[src/rtl/adc_seq_pkg.sv]
// Shared types and helpers for the ADC board power-up / config / link-check sequencer.
package adc_seq_pkg;

  typedef enum logic [2:0] {
    ST_SCAN = 3'd0,
    ST_PWR  = 3'd1,
    ST_CFG  = 3'd2,
    ST_CHK  = 3'd3,
    ST_RUN  = 3'd4
  } seq_state_t;

  localparam logic [11:0] LEVEL_LO_DEF = 12'h7B7;
  localparam logic [11:0] LEVEL_HI_DEF = 12'h81B;

  // Inclusive window compare; callers zero-extend samples and bounds to 32 bits.
  function automatic logic in_window(input logic [31:0] v, input logic [31:0] lo,
                                     input logic [31:0] hi);
    return (v >= lo) && (v <= hi);
  endfunction

endpackage

[src/rtl/adc_prsnt_debounce.sv]
// Board-present synchroniser and debouncer: present follows the synced pin
// only after DEBOUNCE_CYC consecutive disagreeing cycles.
module adc_prsnt_debounce #(
  parameter int DEBOUNCE_CYC = 1000
) (
  input  logic clk,
  input  logic rst,
  input  logic prsnt_b,
  output logic present
);

  localparam int CW = $clog2(DEBOUNCE_CYC + 1);

  logic          sync1;
  logic          sync2;
  logic [CW-1:0] cnt;

  always_ff @(posedge clk or posedge rst) begin
    if (rst) begin
      sync1   <= 1'b0;
      sync2   <= 1'b0;
      cnt     <= '0;
      present <= 1'b0;
    end else begin
      sync1 <= ~prsnt_b;
      sync2 <= sync1;
      if (sync2 == present) begin
        cnt <= '0;
      end else if (cnt == CW'(DEBOUNCE_CYC - 1)) begin
        present <= sync2;
        cnt     <= '0;
      end else begin
        cnt <= cnt + 1'b1;
      end
    end
  end

endmodule

[src/rtl/adc_board_seq.sv]
// Sequencer for hot-pluggable ADC boards: debounce presence, power, trigger
// config, check test-pattern levels, and raise run once any board is good.
module adc_board_seq
  import adc_seq_pkg::*;
#(
  parameter int N_BOARDS     = 2,
  parameter int CH_PER_BOARD = 8,
  parameter int W            = 12,
  parameter int DEBOUNCE_CYC = 1000,
  parameter int SETTLE_CYC   = 1000,
  parameter int CFG_TIMEOUT  = 4095,
  parameter int CHECK_CYC    = 256,
  parameter int CHK_TIMEOUT  = 4095,
  parameter logic [W-1:0] LEVEL_LO = W'(LEVEL_LO_DEF),
  parameter logic [W-1:0] LEVEL_HI = W'(LEVEL_HI_DEF)
) (
  input  logic                                      clk,
  input  logic                                      rst,
  input  logic [N_BOARDS-1:0]                       prsnt_b,
  input  logic                                      cfg_done,
  input  logic [N_BOARDS*CH_PER_BOARD*W-1:0]        ch_in,
  input  logic [N_BOARDS*CH_PER_BOARD-1:0]          ch_pol,
  output logic [N_BOARDS*CH_PER_BOARD*W-1:0]        ch_out,
  output logic [N_BOARDS-1:0]                       pwr_en,
  output logic                                      cfg_start,
  output logic [((N_BOARDS > 1) ? $clog2(N_BOARDS) : 1)-1:0] cfg_sel,
  output logic [N_BOARDS-1:0]                       board_ok,
  output logic [N_BOARDS-1:0]                       board_err,
  output logic                                      run,
  output logic [2:0]                                dbg_state
);

  localparam int NCH   = N_BOARDS * CH_PER_BOARD;
  localparam int SEL_W = (N_BOARDS > 1) ? $clog2(N_BOARDS) : 1;
  localparam int SET_W = $clog2(SETTLE_CYC + 1);
  localparam int CFG_W = $clog2(CFG_TIMEOUT + 1);
  localparam int PAS_W = $clog2(CHECK_CYC + 1);
  localparam int CHK_W = $clog2(CHK_TIMEOUT + 1);

  logic [N_BOARDS-1:0] present;

  for (genvar b = 0; b < N_BOARDS; b++) begin : g_deb
    adc_prsnt_debounce #(.DEBOUNCE_CYC(DEBOUNCE_CYC)) u_deb (
      .clk     (clk),
      .rst     (rst),
      .prsnt_b (prsnt_b[b]),
      .present (present[b])
    );
  end

  // Polarity correction: (2^W-1) - x is a bitwise invert.
  logic [NCH*W-1:0] ch_corr;
  always_comb begin
    ch_corr = ch_in;
    for (int c = 0; c < NCH; c++)
      if (ch_pol[c]) ch_corr[c*W +: W] = ~ch_in[c*W +: W];
  end

  // Per-board "every channel inside the window", using the registered samples.
  logic [N_BOARDS-1:0] board_win;
  always_comb begin
    board_win = '1;
    for (int b = 0; b < N_BOARDS; b++)
      for (int c = 0; c < CH_PER_BOARD; c++)
        if (!in_window(32'(ch_out[(b*CH_PER_BOARD+c)*W +: W]), 32'(LEVEL_LO), 32'(LEVEL_HI)))
          board_win[b] = 1'b0;
  end

  seq_state_t          state, state_d;
  logic [SEL_W-1:0]    sel_d, low_idx;
  logic [N_BOARDS-1:0] pwr_en_d, ok_d, err_d, eligible;
  logic                cfg_start_d, run_d;
  logic [SET_W-1:0]    settle_cnt, settle_d;
  logic [CFG_W-1:0]    cfg_cnt, cfg_cnt_d;
  logic [CHK_W-1:0]    chk_cnt, chk_d;
  logic [PAS_W-1:0]    pass_cnt, pass_d;

  assign eligible  = present & ~board_ok & ~board_err;
  assign dbg_state = state;

  always_comb begin
    low_idx = '0;
    for (int i = N_BOARDS - 1; i >= 0; i--)
      if (eligible[i]) low_idx = SEL_W'(i);
  end

  always_comb begin
    state_d     = state;
    sel_d       = cfg_sel;
    // Removed boards lose power and status on the following cycle.
    pwr_en_d    = pwr_en & present;
    ok_d        = board_ok & present;
    err_d       = board_err & present;
    cfg_start_d = 1'b0;
    settle_d    = settle_cnt;
    cfg_cnt_d   = cfg_cnt;
    chk_d       = chk_cnt;
    pass_d      = pass_cnt;
    run_d       = (state == ST_RUN) && (|board_ok);

    unique case (state)
      ST_SCAN: begin
        if (|eligible) begin
          sel_d             = low_idx;
          pwr_en_d[low_idx] = 1'b1;
          settle_d          = '0;
          state_d           = ST_PWR;
        end else begin
          state_d = ST_RUN;
        end
      end
      ST_PWR: begin
        if (!present[cfg_sel]) begin
          state_d = ST_SCAN;
        end else if (settle_cnt == SET_W'(SETTLE_CYC - 1)) begin
          cfg_start_d = 1'b1;
          cfg_cnt_d   = '0;
          state_d     = ST_CFG;
        end else begin
          settle_d = settle_cnt + 1'b1;
        end
      end
      ST_CFG: begin
        if (!present[cfg_sel]) begin
          state_d = ST_SCAN;
        end else if (cfg_done) begin
          chk_d   = '0;
          pass_d  = '0;
          state_d = ST_CHK;
        end else if (cfg_cnt == CFG_W'(CFG_TIMEOUT - 1)) begin
          err_d[cfg_sel]    = 1'b1;
          pwr_en_d[cfg_sel] = 1'b0;
          state_d           = ST_SCAN;
        end else begin
          cfg_cnt_d = cfg_cnt + 1'b1;
        end
      end
      ST_CHK: begin
        if (!present[cfg_sel]) begin
          state_d = ST_SCAN;
        end else if (board_win[cfg_sel] && (pass_cnt == PAS_W'(CHECK_CYC - 1))) begin
          ok_d[cfg_sel] = 1'b1;
          state_d       = ST_SCAN;
        end else if (chk_cnt == CHK_W'(CHK_TIMEOUT - 1)) begin
          err_d[cfg_sel]    = 1'b1;
          pwr_en_d[cfg_sel] = 1'b0;
          state_d           = ST_SCAN;
        end else begin
          chk_d  = chk_cnt + 1'b1;
          pass_d = board_win[cfg_sel] ? pass_cnt + 1'b1 : '0;
        end
      end
      ST_RUN: begin
        if (|eligible) state_d = ST_SCAN;
      end
      default: state_d = ST_SCAN;
    endcase
  end

  always_ff @(posedge clk or posedge rst) begin
    if (rst) begin
      state      <= ST_SCAN;
      cfg_sel    <= '0;
      pwr_en     <= '0;
      board_ok   <= '0;
      board_err  <= '0;
      cfg_start  <= 1'b0;
      run        <= 1'b0;
      settle_cnt <= '0;
      cfg_cnt    <= '0;
      chk_cnt    <= '0;
      pass_cnt   <= '0;
      ch_out     <= '0;
    end else begin
      state      <= state_d;
      cfg_sel    <= sel_d;
      pwr_en     <= pwr_en_d;
      board_ok   <= ok_d;
      board_err  <= err_d;
      cfg_start  <= cfg_start_d;
      run        <= run_d;
      settle_cnt <= settle_d;
      cfg_cnt    <= cfg_cnt_d;
      chk_cnt    <= chk_d;
      pass_cnt   <= pass_d;
      ch_out     <= ch_corr;
    end
  end

endmodule
[config.mk]
export PLATFORM = sky130hd
export DESIGN_NAME = adc_board_seq
export DESIGN_NICKNAME = d
export VERILOG_FILES = /design/src/rtl/adc_seq_pkg.sv /design/src/rtl/adc_prsnt_debounce.sv /design/src/rtl/adc_board_seq.sv
export SDC_FILE = /design/constraint.sdc
export NUM_CORES = 1
export LEC_CHECK = 0
export CORE_UTILIZATION = 34
export CTS_CLUSTER_DIAMETER = 80
export DETAILED_ROUTE_END_ITERATION = 8
export DONT_BUFFER_PORTS = 1
export SKIP_CTS_REPAIR_TIMING = 1
export SLEW_MARGIN = 10
export SYNTH_ARGS = -nofsm -noshare
export SYNTH_HDL_FRONTEND = slang
export SYNTH_SLANG_ARGS = --single-unit
[constraint.sdc]
create_clock -name clk -period 9.39 [get_ports clk]
set_input_delay 2.3475 -clock clk [delete_from_list [all_inputs] [get_ports clk]]
set_output_delay 2.3475 -clock clk [all_outputs]
set_load 0.01 [all_outputs]
==> run_results.csv, run 1 <==
group,metric,value,unit
logic_synthesis,ys_area,0.0116,mm^2
global_route,first_global_vias,7925,
layout,largest_register,"ch_out",
layout,finalNonFillerCells,1481,
global_route,grt_max_degree,138,
timing,setup_viol,0,
logic_synthesis,ys.flops,273,
placement,place_ws,5380,ps
clock_network,cts_tree,"done",
layout,top_regs,"ch_out x192, g_deb.u_deb.cnt x20",
routing,via_per_inst,5.12,
floorplan,die_area,0.0349,mm^2
global_route,gr-total-overflow,0,
timing,relSlewSlack,0.382,
status,status,"completed",
timing,hold_ws,368,ps
clock_network,clkSlewWorstSetupHoldPaths,60,ps
timing,period_needed,3650,ps
worst_setup_path,critical_path_depth,0,
logic_synthesis,flop_cell,"dfrtp_1",
worst_setup_path,worst-path-max-fanout,12,
clock_network,clk_latency,520,ps
worst_setup_path,critPathLaunch,"cfg_sel",
worst_setup_path,cp.arrival,1300,ps
logic_synthesis,ys_types,62,
timing,fin_skew,10.8,ps
clock_network,h-tree-depth,2,
layout,biggestCellCategory,"registers",
placement,hpwlAfterDp,24.7,mm
worst_setup_path,rr_endpoint,"pass_cnt[8]",
floorplan,initCoreUtil,0.346,
timing,fin_ws,5740,ps
logic_synthesis,edf_count,0,
worst_setup_path,rr_worst_depth,8,
layout,register_area,0.00683,mm^2
placement,placed_area,0.0121,mm^2
placement,io_buffers,0,
logic_synthesis,async_flop_share,1.00,
timing,clock.fmax,0.274,GHz
power,p_total,2.96,mW
worst_setup_path,reg2reg_from,"ch_out[69]",
layout,finalInstanceArea,0.0133,mm^2
worst_setup_path,critPathKind,"reg2out",
placement,gp_congestion,0.911,
layout,buffers,3,
layout,clkCellAreaFrac,0.0920,
logic_synthesis,synth_nets,1220,
global_route,grt_util_all_layers,0.186,
layout,lay_top_cells,"dfrtp_1, xor2_1, nor2_1",
timing,tightest_slew,927,ps
floorplan,die_y,187,um
logic_synthesis,synth_area,0.0116,mm^2
routing,routed_wl,32.1,mm
layout,finalNetCount,1232,
clock_network,cts.sinks,273,
layout,comb_area_frac,0.340,
layout,inverters_excl_clock,36,
timing,rsz0062_at_grt,"no",
worst_setup_path,endpoint,"cfg_sel",
worst_setup_path,cp-start-kind,"register",
layout,n_antenna_cell,0,
floorplan,dieWidth,187,um
clock_network,ctsRootBufferMaster,"clkbuf_16",
layout,postLayoutCoreUtil,0.397,
logic_synthesis,netlist_instances,998,
## run 1: synth_stat cells, types with 3 or more instances
cell type	n	area share
nor3b_1	3	0.0019
a31oi_1	21	0.011
xor2_1	205	0.15
and3_1	18	0.0097
o32ai_1	3	0.0023
a21oi_1	19	0.0082
a311oi_1	3	0.0023
or3_1	9	0.0049
o41ai_1	6	0.0045
nand2_1	56	0.018
nand3_1	28	0.012
and4_1	5	0.0038
dfrtp_1	273	0.59
and2_1	4	0.0022
o22ai_1	3	0.0016
clkbuf_1	8	0.0026
o21ai_0	21	0.0091
mux2i_1	5	0.0043
inv_1	36	0.012
or2_2	4	0.0022
nand4_1	30	0.016
nand3b_1	4	0.0026
nor3_1	28	0.012
nor2_1	78	0.025
mux2_2	4	0.0039
ha_1	9	0.0097
buf_1	16	0.0052
a21o_1	8	0.0052
nor2b_1	3	0.0016
a31o_2	3	0.0023
xnor2_1	24	0.018
nor4_1	11	0.0059
or4_1	10	0.0065
nand2b_1	3	0.0016
## run 1: metal layers
layer | routed length [um] | track usage | vias up
met5 | 0 | 0 | -
met4 | 704 | 0.0656 | 0
met3 | 2450 | 0.0557 | 53
met2 | 16200 | 0.314 | 276
met1 | 12700 | 0.223 | 3808
li1 | - | - | 3447
## run 1: report_power, final
group	internal, mW	switching (mW)
Combinational	0.0582	0.0726
Clock	0.896	0.514
Sequential	1.26	0.150
## run 1: kinds of logic (layout without fill, tap and decap cells)
kind of cell               after synthesis  count (layout)  synth area share
muxes                                    9               9           0.00819
adders and majority gates                9               9           0.00970
DFF                                    273             273             0.589
xor gates and xnor gates               229             229             0.173
buffers and inverters                   64              99            0.0222
and+or+nand+nor                        302             302             0.133
AOI/OAI and AO/OA                      112             112            0.0656
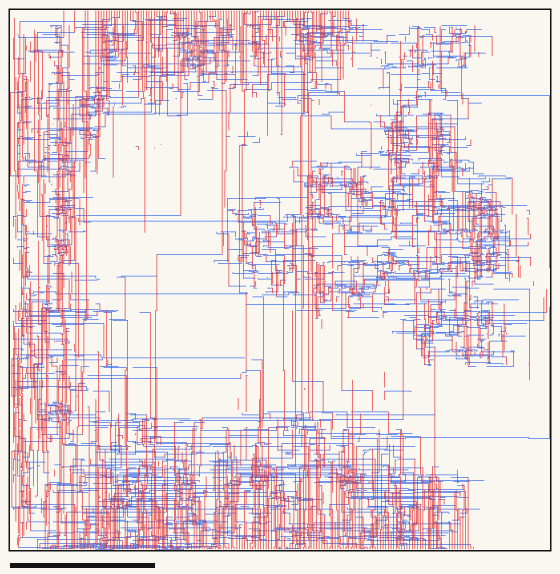
run_1/wires.png
Bar = 50 um. Two of the layers only.
legend:
  metal 1:
    color: blue
    wire_length: 12700 um
  metal 2:
    color: red
    wire_length: 16200 um

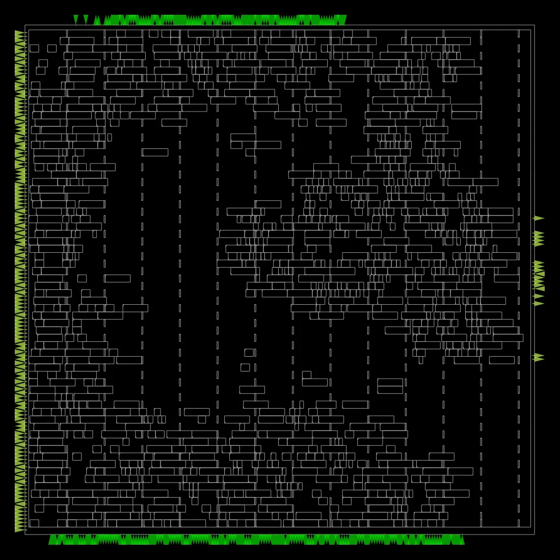
run_1/placement.png
core area: 0.0335 mm^2
number of fill cells: 3247
flop count: 273
sequential portion of the cell area: 0.513
Core Rows: 67

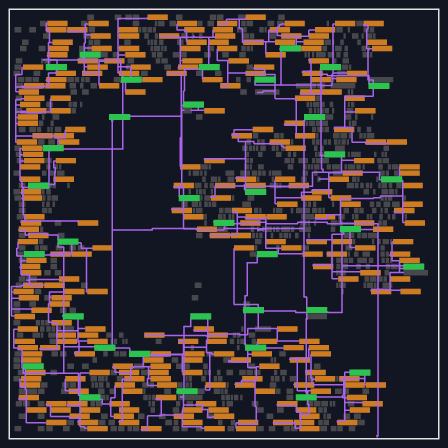
run_1/clk_routes.png
legend:
  clock wires:
    color: purple
    length: 3800 um
  flip-flops:
    color: orange
    count: 273
  clock drivers:
    color: green
    count: 35
flops lie: widely spread
routed clock nets: 36

## Run 2: what changed since run 1
==> constraint.sdc (replaced) <==
create_clock -name clk -period 3 [get_ports clk]
set_input_delay 0.75 -clock clk [delete_from_list [all_inputs] [get_ports clk]]
set_output_delay 0.75 -clock clk [all_outputs]
set_load 0.01 [all_outputs]
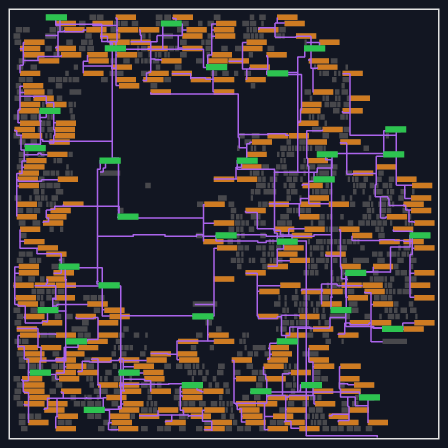
run_2/clk_routes.png
legend:
  clock drivers:
    color: green
    count: 34
  clock wires:
    color: purple
    length: 3750 um
  flip-flops:
    color: orange
    count: 273
routed clock nets: 35

==> run_results.csv, run 2 <==
group,metric,value,unit
status,status,"completed",
power,clock_power_share,0.452,
routing,routed_wl,32.6,mm
routing,num_vias,7759,
clock_network,clock_path_buffers,3,
clock_network,cts.sinks,273,
routing,remaining_drc_errors,0,
floorplan,io_pins,417,
logic_synthesis,ys_seq_share,0.589,
timing,hold_viol_final,0,
logic_synthesis,ys_types,62,
timing,tightest_slew,633,ps
logic_synthesis,top_cells_by_area,"dfrtp_1, xor2_1, nor2_1",
global_route,grt_max_degree,88,
power,p_comb,0.476,mW
clock_network,cts_made_buffers,34,
clock_network,cts_tree,"done",
routing,routed-wl-met3,2.60,mm
routing,via_per_inst,5.11,
clock_network,ctsRootBufferMaster,"clkbuf_16",
floorplan,rows,67,
power,netSwitchingPower,2.24,mW
logic_synthesis,avgSynthCellArea,11.6,um^2
timing,clock.fmax,0.354,GHz
placement,io_buffers,0,
logic_synthesis,top_area_cell,"dfrtp_1",
power,power-top-group,"registers",
logic_synthesis,yosysWarningCount,0,
logic_synthesis,ys_area,0.0116,mm^2
worst_setup_path,endpoint,"chk_cnt[9]",
power,seq-power,4.41,mW
run,warnings,29,
global_route,grt_util_all_layers,0.188,
global_route,grtUsageMet3,0.0598,
routing,antenna_left,0,
floorplan,die_area,0.0349,mm^2
layout,nFillCells,3227,
layout,largest_register,"ch_out",
power,combPwrFrac,0.053,
worst_setup_path,rrSetupSlack,180,ps
power,cellPowerDensity,659,mW/mm^2
routing,routed.top_layer,"met4",
logic_synthesis,edf_count,0,
routing,wl_met1,12.9,mm
timing,period_needed,2820,ps
power,internal-power,6.67,mW
worst_setup_path,cp-end-kind,"register",
routing,wire_per_inst,21.5,um
worst_setup_path,critPathLaunch,"ch_out[69]",
global_route,gr-total-overflow,0,
power,seqPwrFrac,0.495,
routing,first_pass_iters,5,
layout,lay_top_cells,"dfrtp_1, xor2_1, nor2_1",
placement,hpwlAfterDp,25.6,mm
power,swShare,0.251,
floorplan,die_y,187,um
logic_synthesis,ys.flops,273,
timing,fin_skew,22.4,ps
logic_synthesis,yosysTopAreaCellShare,0.589,
routing,first_iter_violations,389,
logic_synthesis,synth_nets,1220,
layout,mi_logic_area,0.00454,mm^2
floorplan,core-area,0.0335,mm^2
worst_setup_path,cp-start-kind,"register",
placement,gp_congestion,0.902,
logic_synthesis,synth_top_cell_by_count,"dfrtp_1",
worst_setup_path,worst-path-max-fanout,9,
logic_synthesis,async_flop_share,1.00,
global_route,grt_use_met1,0.229,
timing,finalCritPeriodShare,0.941,
logic_synthesis,synth_area,0.0116,mm^2
layout,top_regs,"ch_out x192, g_deb.u_deb.cnt x20",
logic_synthesis,yosys-top-cells-count,"dfrtp_1, xor2_1, nor2_1",
floorplan,initCoreUtil,0.346,
power,ir_worst_vdd,0.471,mV
worst_setup_path,cp.arrival,3260,ps
worst_setup_path,rr_worst_depth,10,
power,clock_net_power,4.03,mW
clock_network,h-tree-depth,2,
routing,dr_wl_met2,16.4,mm
layout,register_area,0.00683,mm^2
power,p_leak,5.95,nW
clock_network,clk_latency,520,ps
worst_setup_path,reg2reg_from,"ch_out[69]",
logic_synthesis,flop_cell,"dfrtp_1",
layout,finalNetCount,1269,
timing,relSlewSlack,0.575,
power,p_total,8.91,mW
global_route,first_global_vias,8107,
global_route,antenna_found_initial,0,
worst_setup_path,critPathKind,"reg2reg",
logic_synthesis,netlist_instances,998,
timing,setup_viol,0,
global_route,grt_use_met2,0.317,
layout,largest_reg_flops,192,
timing,tns,0,ps
global_route,grt_busiest_layer,"met2",
worst_setup_path,rr_endpoint,"chk_cnt[9]",
worst_setup_path,crit_required,3430,ps
floorplan,dieWidth,187,um
logic_synthesis,synth_stat.cells,998,
clock_network,clkSlewWorstSetupHoldPaths,50,ps
layout,layout_top_cell,"dfrtp_1",
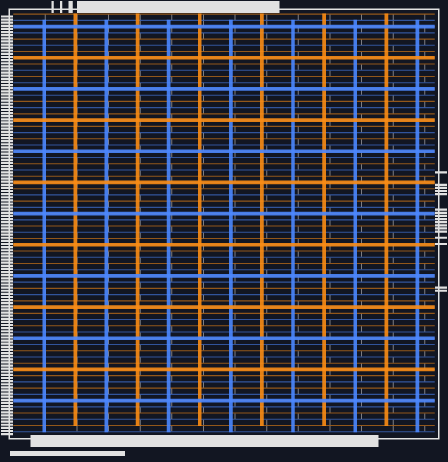
run_2/power_grid.png
Bar = 50 um. Pins as bars on the die edge. Tap cells in gray.
legend:
  VDD:
    color: orange
  VSS:
    color: blue
signal pins: 417
rows: 67
met1 rails: 68
met5 straps: 13
tap cells: 448

==> run 2: cell counts after synthesis <==
Identical to the previous run, type by type.
==> run 2: cell type report <==
cell class                      instances  area share
Inverter                               36      0.0103
Clock inverter                          8     0.00703
Sequential cell                       273       0.505
Timing Repair Buffer                   41      0.0255
Antenna cell                            1    0.000185
Tap cell                              448      0.0415
Clock buffer                           51      0.0746
Multi-Input combinational cell        661       0.336
==> run 2: worst min path at each step <==
stage,from,endpoint,depth (start not counted)
global placement,g_deb[1].u_deb.sync1,g_deb[1].u_deb.sync2,0
detailed placement,g_deb[1].u_deb.sync1,g_deb[1].u_deb.sync2,0
floorplan,g_deb[0].u_deb.sync1,g_deb[0].u_deb.sync2,0
CTS,rst,ch_out[90],1
finish,rst,ch_out[90],1
global route,rst,ch_out[90],1
==> run 2: through the flow <==
step	hold slack (ps)	area, um^2	instances	setup slack (ps)	util
after detailed placement	340	12400	1459	100	0.370
final	115	13500	1519	177	0.403
after global placement	340	12400	1459	171	0.370
after floorplan	331	11600	998	-1360	-
after global routing	116	13500	1518	-6.04	0.403
after CTS	99.3	13500	1518	77.2	0.403
==> run 2: cell families (layout without fill, tap and decap cells) <==
group / count (synthesis) / in the layout / share of synthesized area
flops: 273 / 273 / 0.589
compound gates: 112 / 112 / 0.0656
other cells: 0 / 1 / 0
buf+inv: 64 / 136 / 0.0222
mux: 9 / 9 / 0.00819
fa+ha+maj: 9 / 9 / 0.00970
xor+xnor: 229 / 229 / 0.173
simple gates: 302 / 302 / 0.133
==> run 2: worst max-delay path, stage by stage, from the launching register on <==
cell      delay, ps
dfrtp_1         440
or4_1           560
o41ai_2         340
o31ai_1         130
nor4_1          260
buf_4           170
a2bb2o_2        240
a21oi_4         110
buf_4           180
a211o_1         250
nand2_1          70
Power figures rest on the tool's default switching activity, not on a simulated workload.
